`src/rtl/serial_adder_pkg.sv`:
```
// Shared types and constants for the bit-serial adder.
// Optional feature: define SERIAL_ADDER_SUB_EN to add the 'sub' port (subtract mode).
package serial_adder_pkg;

    localparam int unsigned DEFAULT_WIDTH = 8;

    typedef enum logic [1:0] {
        IDLE  = 2'd0,
        SHIFT = 2'd1,
        DONE  = 2'd2
    } state_t;

endpackage : serial_adder_pkg

```
`src/rtl/serial_adder_full_adder.sv`:
```
// One-bit full adder cell used by the serial datapath.
module full_adder (
    input  logic A,
    input  logic B,
    input  logic Cin,
    output logic S,
    output logic Cout
);

    logic w_axb;

    // Sum and carry of a single bit position
    assign w_axb = A ^ B;
    assign S     = w_axb ^ Cin;
    assign Cout  = (A & B) | (Cin & w_axb);

endmodule : full_adder

```
`src/rtl/serial_adder.sv`:
```
// Bit-serial adder: loads a/b/cin, adds one bit per cycle LSB first, presents
// {cout,sum} until the consumer takes it.
// Optional feature: define SERIAL_ADDER_SUB_EN to add the 'sub' port; with sub=1
// the block computes a - b (cout=1 means no borrow).
module serial_adder
    import serial_adder_pkg::*;
#(
    parameter int unsigned WIDTH = DEFAULT_WIDTH
) (
    input  logic             clk,
    input  logic             rst_n,
    input  logic             in_valid,
    output logic             in_ready,
    input  logic [WIDTH-1:0] a,
    input  logic [WIDTH-1:0] b,
    input  logic             cin,
`ifdef SERIAL_ADDER_SUB_EN
    input  logic             sub,
`endif
    output logic             out_valid,
    input  logic             out_ready,
    output logic [WIDTH-1:0] sum,
    output logic             cout,
    output logic             busy
);

    localparam int unsigned CNT_W = (WIDTH > 1) ? $clog2(WIDTH) : 1;

    state_t             r_state;
    state_t             w_state_nxt;
    logic               w_accept;
    logic               w_last;

    logic [WIDTH-1:0]   r_a_sr;
    logic [WIDTH-1:0]   r_b_sr;
    logic [WIDTH-1:0]   r_result;
    logic               r_carry;
    logic [CNT_W-1:0]   r_cnt;

    logic               r_in_ready;
    logic               r_out_valid;
    logic               r_busy;

    logic [WIDTH-1:0]   w_b_load;
    logic               w_c_load;
    logic               w_s;
    logic               w_co;

    // Operand conditioning at acceptance: subtract mode feeds ~b with carry 1
`ifdef SERIAL_ADDER_SUB_EN
    assign w_b_load = sub ? ~b : b;
    assign w_c_load = sub ? 1'b1 : cin;
`else
    assign w_b_load = b;
    assign w_c_load = cin;
`endif

    full_adder u_fa (
        .A    (r_a_sr[0]),
        .B    (r_b_sr[0]),
        .Cin  (r_carry),
        .S    (w_s),
        .Cout (w_co)
    );

    // State register
    always_ff @(posedge clk or negedge rst_n) begin
        if (!rst_n) begin
            r_state <= IDLE;
        end else begin
            r_state <= w_state_nxt;
        end
    end

    // Next-state decode and per-cycle control strobes
    always_comb begin
        w_state_nxt = r_state;
        w_accept    = 1'b0;
        w_last      = 1'b0;
        case (r_state)
            IDLE: begin
                if (in_valid) begin
                    w_accept    = 1'b1;
                    w_state_nxt = SHIFT;
                end
            end
            SHIFT: begin
                if (r_cnt == CNT_W'(WIDTH - 1)) begin
                    w_last      = 1'b1;
                    w_state_nxt = DONE;
                end
            end
            DONE: begin
                if (out_ready) begin
                    w_state_nxt = IDLE;
                end
            end
            default: begin
                w_state_nxt = IDLE;
            end
        endcase
    end

    // Serial datapath: load on accept, one bit per SHIFT cycle, hold otherwise
    always_ff @(posedge clk or negedge rst_n) begin
        if (!rst_n) begin
            r_a_sr   <= '0;
            r_b_sr   <= '0;
            r_result <= '0;
            r_carry  <= 1'b0;
            r_cnt    <= '0;
        end else if (w_accept) begin
            r_a_sr  <= a;
            r_b_sr  <= w_b_load;
            r_carry <= w_c_load;
            r_cnt   <= '0;
        end else if (r_state == SHIFT) begin
            r_a_sr   <= {1'b0, r_a_sr[WIDTH-1:1]};
            r_b_sr   <= {1'b0, r_b_sr[WIDTH-1:1]};
            r_result <= {w_s, r_result[WIDTH-1:1]};
            r_carry  <= w_co;
            if (!w_last) begin
                r_cnt <= r_cnt + CNT_W'(1);
            end
        end
    end

    // Handshake/status flags registered from the next state
    always_ff @(posedge clk or negedge rst_n) begin
        if (!rst_n) begin
            r_in_ready  <= 1'b1;
            r_out_valid <= 1'b0;
            r_busy      <= 1'b0;
        end else begin
            r_in_ready  <= (w_state_nxt == IDLE);
            r_out_valid <= (w_state_nxt == DONE);
            r_busy      <= (w_state_nxt == SHIFT);
        end
    end

    assign in_ready  = r_in_ready;
    assign out_valid = r_out_valid;
    assign busy      = r_busy;
    assign sum       = r_result;
    assign cout      = r_carry;

endmodule : serial_adder

```
`config.mk`:
```
export PLATFORM = sky130hd
export DESIGN_NAME = serial_adder
export DESIGN_NICKNAME = d
export VERILOG_FILES = /design/src/rtl/serial_adder_pkg.sv /design/src/rtl/serial_adder_full_adder.sv /design/src/rtl/serial_adder.sv
export SDC_FILE = /design/constraint.sdc
export NUM_CORES = 1
export LEC_CHECK = 0
export CORE_ASPECT_RATIO = 0.8
export CORE_UTILIZATION = 24
export DETAILED_ROUTE_END_ITERATION = 12
export GPL_ROUTABILITY_DRIVEN = 0
export SETUP_SLACK_MARGIN = 0.02
export SLEW_MARGIN = 20
export SYNTH_ARGS = -nofsm -noshare
export SYNTH_HDL_FRONTEND = slang
export SYNTH_SLANG_ARGS = --single-unit
export TNS_END_PERCENT = 100
```
`constraint.sdc`:
```
create_clock -name clk -period 1.9 [get_ports clk]
set_input_delay 0.38 -clock clk [delete_from_list [all_inputs] [get_ports clk]]
set_output_delay 0.38 -clock clk [all_outputs]
set_load 0.02 [all_outputs]
```
Fig. 1: run 1, the metal 1 layer
Scale bar: 20 um. Cells faint in the background.
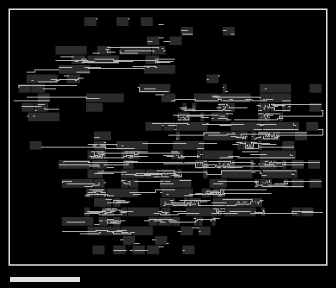
nets with wire on the layer = 164
wire length on this layer = 1520 um
longest straight run = 18.4 um
share of all routed wire = 49%
total wirelength of the detailed-routed design: 3.11 mm
met1 capacity usage during global routing: 0.124
total number of vias: 1108

Fig. 2: run 1, metal 2
Cells faint in the background.
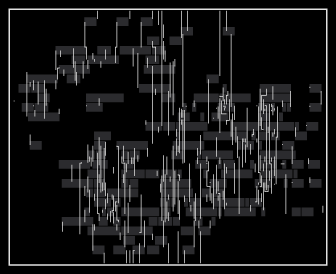
longest straight run = 32.8 um
nets with wire on the layer = 151
GR met2 Demand/Resource: 0.148

==> notes.md, run 1 <==
The run gives 0.684 mW for the clock network power consumption. The count of inverters other than clock inverters in the layout is 18. The report lists the number of cells resized after CTS as 0.

For this run, the top clock speed supported by timing is 560 MHz. In this run the worst setup path terminates at r_a_sr[1]. STA classifies the critical path endpoint as a register.

The run gives 0 as the cts-stage hold buffer count. The min-delay analysis places its worst path in the category reg2reg. Per the log, the first TritonRoute iteration ended with a DRC count of 87. After synthesis, the largest family of logic cells by area is AND-OR/OR-AND gates. The routed length per instance was 12.8 um. The number of clock buffer instances in the layout was 7. For this run, design rule violations remaining after detail routing come to 0. The placement-stage worst setup slack is -181 ps. The slowest stage cell on the critical path was sky130_fd_sc_hd__nor2b_1.

The portion of netlist area occupied by mux cells was 0.0601. For the cell row count, the log shows 25. The flow ran to the end, and the final reports show no timing, DRC or antenna violations. The clock network fraction of design power came out at 0.212. STA lists the startpoint of the worst register-to-register path as r_state[0]. The clock root buffer was sky130_fd_sc_hd__clkbuf_8. For this run, the detailed router's first-pass iteration total came to 5. Placed standard-cell area: 0.00189 sq mm. Sorting the synthesized cells by area gives the leading types as sky130_fd_sc_hd__dfrtp_1 (53%), sky130_fd_sc_hd__a222oi_1 (10%), sky130_fd_sc_hd__mux2_2 (6.0%). The core region is 0.00597 sq mm. The run gives 0 as the total grt overflow.

The proportion of register bits with asynchronous set or reset after synthesis was 1.00; the horizontal extent of the die was 90.4 um. The tools report the all-layer global routing usage as 0.0977. The cell count after synthesis came out at 127. In this design, the largest share of critical-path delay is due to simple AND/OR/NAND/NOR gates. The synthesized netlist has a Yosys-reported chip area of 0.00150 sq mm. Setup repair after global routing left no endpoint under its margin. The final layout contains 185 nets. Final instance area: 0.00200 sq mm. Fraction of area in clock buffers and inverters: 0.0581. The count of non-CTS buffers in the layout is 37. TritonCTS built the clock tree. Synthesis inferred 33 register bits. After layout, the design draws a total of 3.23 mW. For reference, the post-synthesis area per instance comes to 11.8 sq um.

The tools report the power share of the sequential group as 0.371. By startpoint and endpoint, the worst setup path is classified as in2reg. For the clock tree buffer depth, the log shows 2. For the portion of the post-synthesis area used by sequential elements, the log shows 0.551. The run gives 0.334 for the switching power share of the total.

The most common cell in the synthesized netlist is sky130_fd_sc_hd__dfrtp_1. The buffering overhead was 0.179; the cell internal power dissipation was 2.15 mW. The run gives 66 for the multi-input logic cell count.

The logic area was 534 sq um. The timing report gives the worst reg2reg path a setup slack of 330 ps. In the layout the commonest cells are sky130_fd_sc_hd__dfrtp_1 (32), sky130_fd_sc_hd__clkdlybuf4s50_1 (32), sky130_fd_sc_hd__inv_1 (18). The proportion of power drawn by combinational gates is 0.418, and the shortest clock period the worst path allows after layout is 1780 ps.
Fig. 3: run 1, M3 wires
Scale bar: 20 um. Cells faint in the background.
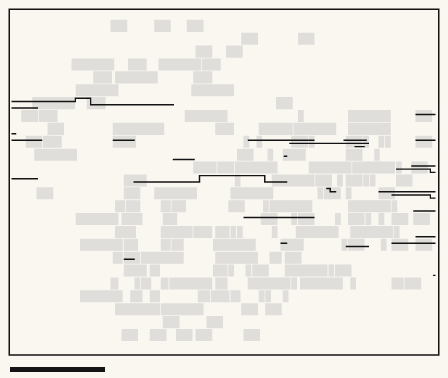
nets with wire on the layer = 22
main direction = horizontal
wire length on this layer = 220 um
share of all routed wire = 7.1%
met3 usage in global routing: 0.0354

==> run 2, diff against run 1 <==
--- a/config.mk
+++ b/config.mk
@@ -9,7 +9,9 @@
 export CORE_UTILIZATION = 24
 export DETAILED_ROUTE_END_ITERATION = 12
 export GPL_ROUTABILITY_DRIVEN = 0
+export MAX_ROUTING_LAYER = met4
 export SETUP_SLACK_MARGIN = 0.02
+export SKIP_LAST_GASP = 1
 export SLEW_MARGIN = 20
 export SYNTH_ARGS = -nofsm -noshare
 export SYNTH_HDL_FRONTEND = slang
==> run 2 against run 1 <==
  * Die area did not move
  * Combinational power barely moved
  * First-iteration DRC count did not move
  * Core utilization did not move
  * Global-route usage rose by 0.31 points
  * Power did not move
  * Hold slack did not move
  * Highest routed layer unchanged
==> notes.md, run 2 <==
Floorplan core area: 0.00597 sq mm (unchanged). Worst setup path category: in2reg. The post-route total power was 3.23 mW (unchanged).

The run gives 1108 (unchanged) for the overall via count from detail_route. The tools report the post-synth area from yosys stat as 0.00150 sq mm (unchanged). The final wirelength is 3.11 mm (unchanged). In the layout the commonest cells are sky130_fd_sc_hd__dfrtp_1 (32), sky130_fd_sc_hd__clkdlybuf4s50_1 (32), sky130_fd_sc_hd__inv_1 (18).

Reg-to-reg critical path startpoint: r_state[0]. The final instance area was 0.00200 sq mm (unchanged). TritonCTS built the clock tree. The clock tree buffer depth came out at 2 (unchanged). Sorting the synthesized cells by area gives the leading types as sky130_fd_sc_hd__dfrtp_1 (53%), sky130_fd_sc_hd__a222oi_1 (10%), sky130_fd_sc_hd__mux2_2 (6.0%). The clock network power consumption is 0.684 mW (about the same), and the global routing met3 resource utilization is 0.0354 (unchanged). The tools report the placed standard-cell area as 0.00189 sq mm (unchanged). The post-synthesis sequential element count came out at 33 (unchanged). The run gives 0 (unchanged) as the cts-stage hold buffer count. The logs give 0.371 (about the same) for the power share of the sequential group and 330 ps (about the same) for the register-to-register setup slack. The tools report the cell row count as 25 (unchanged). Setup repair after global routing left no endpoint under its margin.

The run gives 11.8 sq um (unchanged) for the synthesized area per cell. The length of the first detailed-routing pass in iterations is 5 (unchanged), and the buffering overhead is 0.179 (unchanged). The count of inverters other than clock inverters in the layout is 18 (unchanged). The multi-input logic cell count was 66 (unchanged). For the post-cts gate resize count, the log shows 0 (unchanged).

The switching power share of the total is 0.334 (unchanged). The met1 global-route usage is 0.124 (unchanged), and the number of nets in the layout is 185 (unchanged). The run gives 0.551 (unchanged) as the portion of the post-synthesis area used by sequential elements.

The capture point of the critical path was reported as r_a_sr[1]. With the horizontal extent of the die at 90.4 um (unchanged), the fraction of area in clock buffers and inverters is 0.0581 (unchanged). Post-route DRC violation count: 0 (unchanged). For the cell internal power dissipation, the log shows 2.15 mW (unchanged). Type of destination of the critical path: a register. The slowest stage cell on the critical path was sky130_fd_sc_hd__nor2b_1. The run gives 0.418 (about the same) as the proportion of power drawn by combinational gates.

For the met2 usage, the log shows 0.148 (unchanged). The flow ran to the end, and the final reports show no timing, DRC or antenna violations. On the critical path the largest part of the delay comes from simple AND/OR/NAND/NOR gates. The run gives 12.8 um (unchanged) for the routed length per instance. The DRC violation total after the first TritonRoute iteration was 87 (unchanged). The gate count of the mapped netlist was 127 (unchanged). The dominant cell by count in the synthesized netlist was sky130_fd_sc_hd__dfrtp_1. The portion of netlist area occupied by mux cells was 0.0601 (unchanged).
Fig. 4: run 2, metal 2
Cells faint in the background.
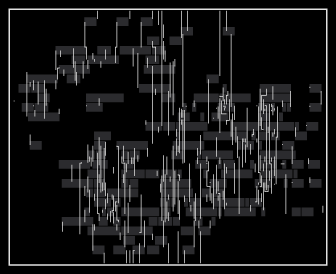
share of all routed wire = 42%
main direction = vertical
longest straight run = 32.8 um
nets with wire on the layer = 151

Fig. 5: run 2, the metal 1 layer
Scale bar: 20 um. Cells faint in the background.
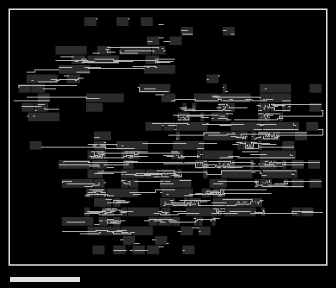
wire length on this layer = 1520 um
longest straight run = 18.4 um

==> run 3, diff against run 2 <==
--- a/config.mk
+++ b/config.mk
@@ -5,11 +5,15 @@
 export SDC_FILE = /design/constraint.sdc
 export NUM_CORES = 1
 export LEC_CHECK = 0
+export CELL_PAD_IN_SITES_DETAIL_PLACEMENT = 2
+export CELL_PAD_IN_SITES_GLOBAL_PLACEMENT = 2
 export CORE_ASPECT_RATIO = 0.8
 export CORE_UTILIZATION = 24
 export DETAILED_ROUTE_END_ITERATION = 12
 export GPL_ROUTABILITY_DRIVEN = 0
 export MAX_ROUTING_LAYER = met4
+export PLACE_DENSITY_LB_ADDON = 0.1
+export RECOVER_POWER = 50
 export SETUP_SLACK_MARGIN = 0.02
 export SKIP_LAST_GASP = 1
 export SLEW_MARGIN = 20
==> constraint.sdc (replaced) <==
create_clock -name clk -period 2.1 [get_ports clk]
set_input_delay 0.42 -clock clk [delete_from_list [all_inputs] [get_ports clk]]
set_output_delay 0.42 -clock clk [all_outputs]
set_load 0.02 [all_outputs]
==> run 3 against run 2 <==
  * Clock-buffer cell count did not move
  * Critical path depth decreased by 2
  * Hold slack better by 6.5 ps
  * Cell area down 2.1%
  * Sequential power down 7%
  * Register-to-register slack gained 100 ps
  * Die area stayed put
  * Clock power is about 30% lower
  * Non-clock buffer count decreased by 1
  * Critical path type is now reg2out
  * Largest cell class unchanged
  * Combinational power fell by 9%
  * Synthesized cell count did not move
==> notes.md, run 3 <==
With the placed standard-cell area at 0.00188 sq mm (-0.40%), the buffering overhead is 0.175 (-0.00326). The count of inverters other than clock inverters in the layout is 18 (unchanged). With the register-to-register setup slack at 430 ps (+100 ps), the count of tool warnings is 26.

The switching power share of the total came out at 0.357 (+0.0231). OpenSTA lists the critical path endpoint as in_ready. The smallest clock period supported by the final layout is computed as 1810 ps.

The worst setup path category is reg2out. Per the timing report, the most critical flop-to-flop path originates at r_state[0]. Synthesized area per cell: 11.8 sq um (unchanged). The run gives 25 (unchanged) for the cell row count. The type of destination of the critical path was an output port.

Setup repair after global routing left no endpoint under its margin. The routed length per instance works out to 15.6 um (+22%). The post-synthesis sequential element count came out at 33 (unchanged). The DRC violation total after the first TritonRoute iteration was 92 (+5.7%).

The tools report the portion of the post-synthesis area used by sequential elements as 0.551 (unchanged). The fraction of area in clock buffers and inverters was 0.0440 (-0.0141). For the overall via count from detail_route, the log shows 1128 (+1.8%). The tools report the final wirelength as 3.76 mm (+21%).

Looking at the gate-level netlist, the highest instance count belongs to sky130_fd_sc_hd__dfrtp_1. The run gives 0 (unchanged) for the cts-stage hold buffer count. The family with the most delay on the worst path was buffers and inverters. The flow ran to the end, and the final reports show no timing, DRC or antenna violations. Power share of the sequential group: 0.395 (+0.024). The clock tree buffer depth was 2 (unchanged); the horizontal extent of the die was 90.4 um (unchanged).

The run gives 184 (-0.54%) for the number of nets in the layout. The run gives 7 (+2) as the length of the first detailed-routing pass in iterations. The floorplan core area was 0.00597 sq mm (unchanged).

At the later pin of the worst-skew pair, clock insertion delay measures 280 ps. The detail route stage leaves a number of antenna-violating nets equal to 0. The clock-pin transition on the worst setup and hold timing paths is 60 ps, and the post-cts gate resize count is 0 (unchanged). The cell class with the largest area share was sequential cells.

The number of cells traversed by the worst register-to-register path came out at 3. The slowest stage of the critical path is the sky130_fd_sc_hd__clkdlybuf4s50_1 cell. The pin closest to its max-slew limit shows a slew of 850 ps. With the multi-input logic cell count at 66 (unchanged), the portion of netlist area occupied by mux cells is 0.0601 (unchanged). The critical path depth in cells was 1; the met1 global-route usage was 0.150 (+0.0260). Ranked by total cell area, the synthesized netlist is headed by sky130_fd_sc_hd__dfrtp_1 (53%), sky130_fd_sc_hd__a222oi_1 (10%), sky130_fd_sc_hd__mux2_2 (6.0%). The run gives 1.82 mW (-16%) as the cell internal power dissipation. The post-route DRC violation count was 0 (unchanged); the relative slew slack was 0.433. The run gives 0.436 (+0.018) for the proportion of power drawn by combinational gates. By instance count after routing, the leading logic cell types are sky130_fd_sc_hd__dfrtp_1 (32), sky130_fd_sc_hd__clkdlybuf4s50_1 (31), sky130_fd_sc_hd__inv_1 (18). For the number of maximum-capacitance violations, the log shows 0. The tools report the core occupancy in the finished layout as 0.329.

Buffers placed on the I/O ports in this run total 32. The final instance area was 0.00196 sq mm (-2.1%); the met2 usage was 0.206 (+0.0577). The tools report the post-synth area from yosys stat as 0.00150 sq mm (unchanged). The post-route total power is 2.82 mW (-13%). The clock network power consumption is 0.476 mW (-30%).
Fig. 6: run 3, cell placement
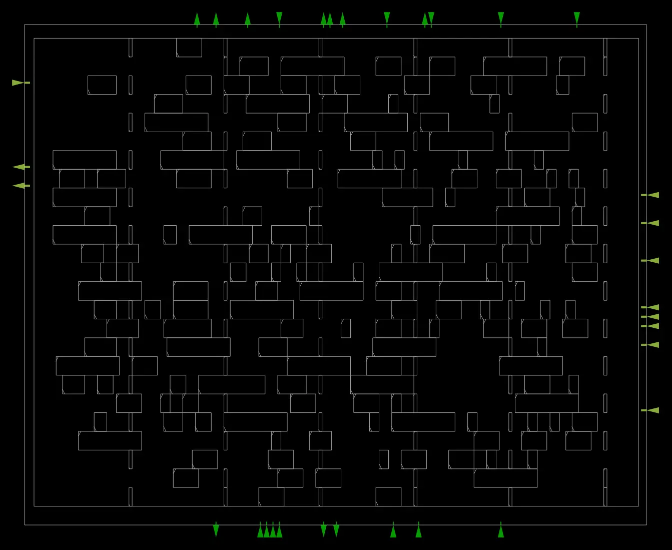
fraction of standard cell area that is sequential: 0.421
Post-Layout Cell Count: 241

Fig. 7: run 3, sequential cells colored by netlist name
Other sequential cells in the stronger gray, the rest of the logic in the fainter gray.
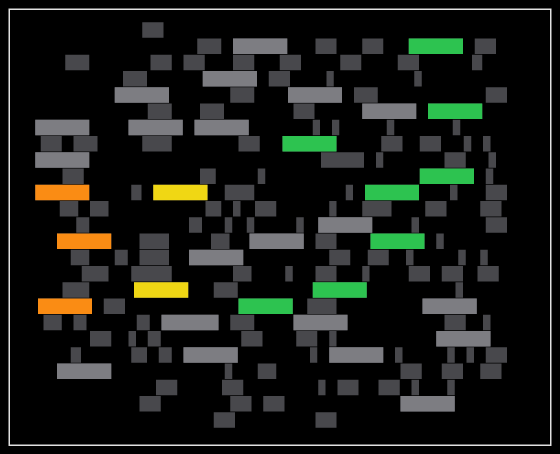
green -> `r_a_sr`  # flops 8
yellow -> `r_state`  # flops 2
orange -> `r_cnt`  # flops 3

Power is estimated from default activity; no workload was simulated.
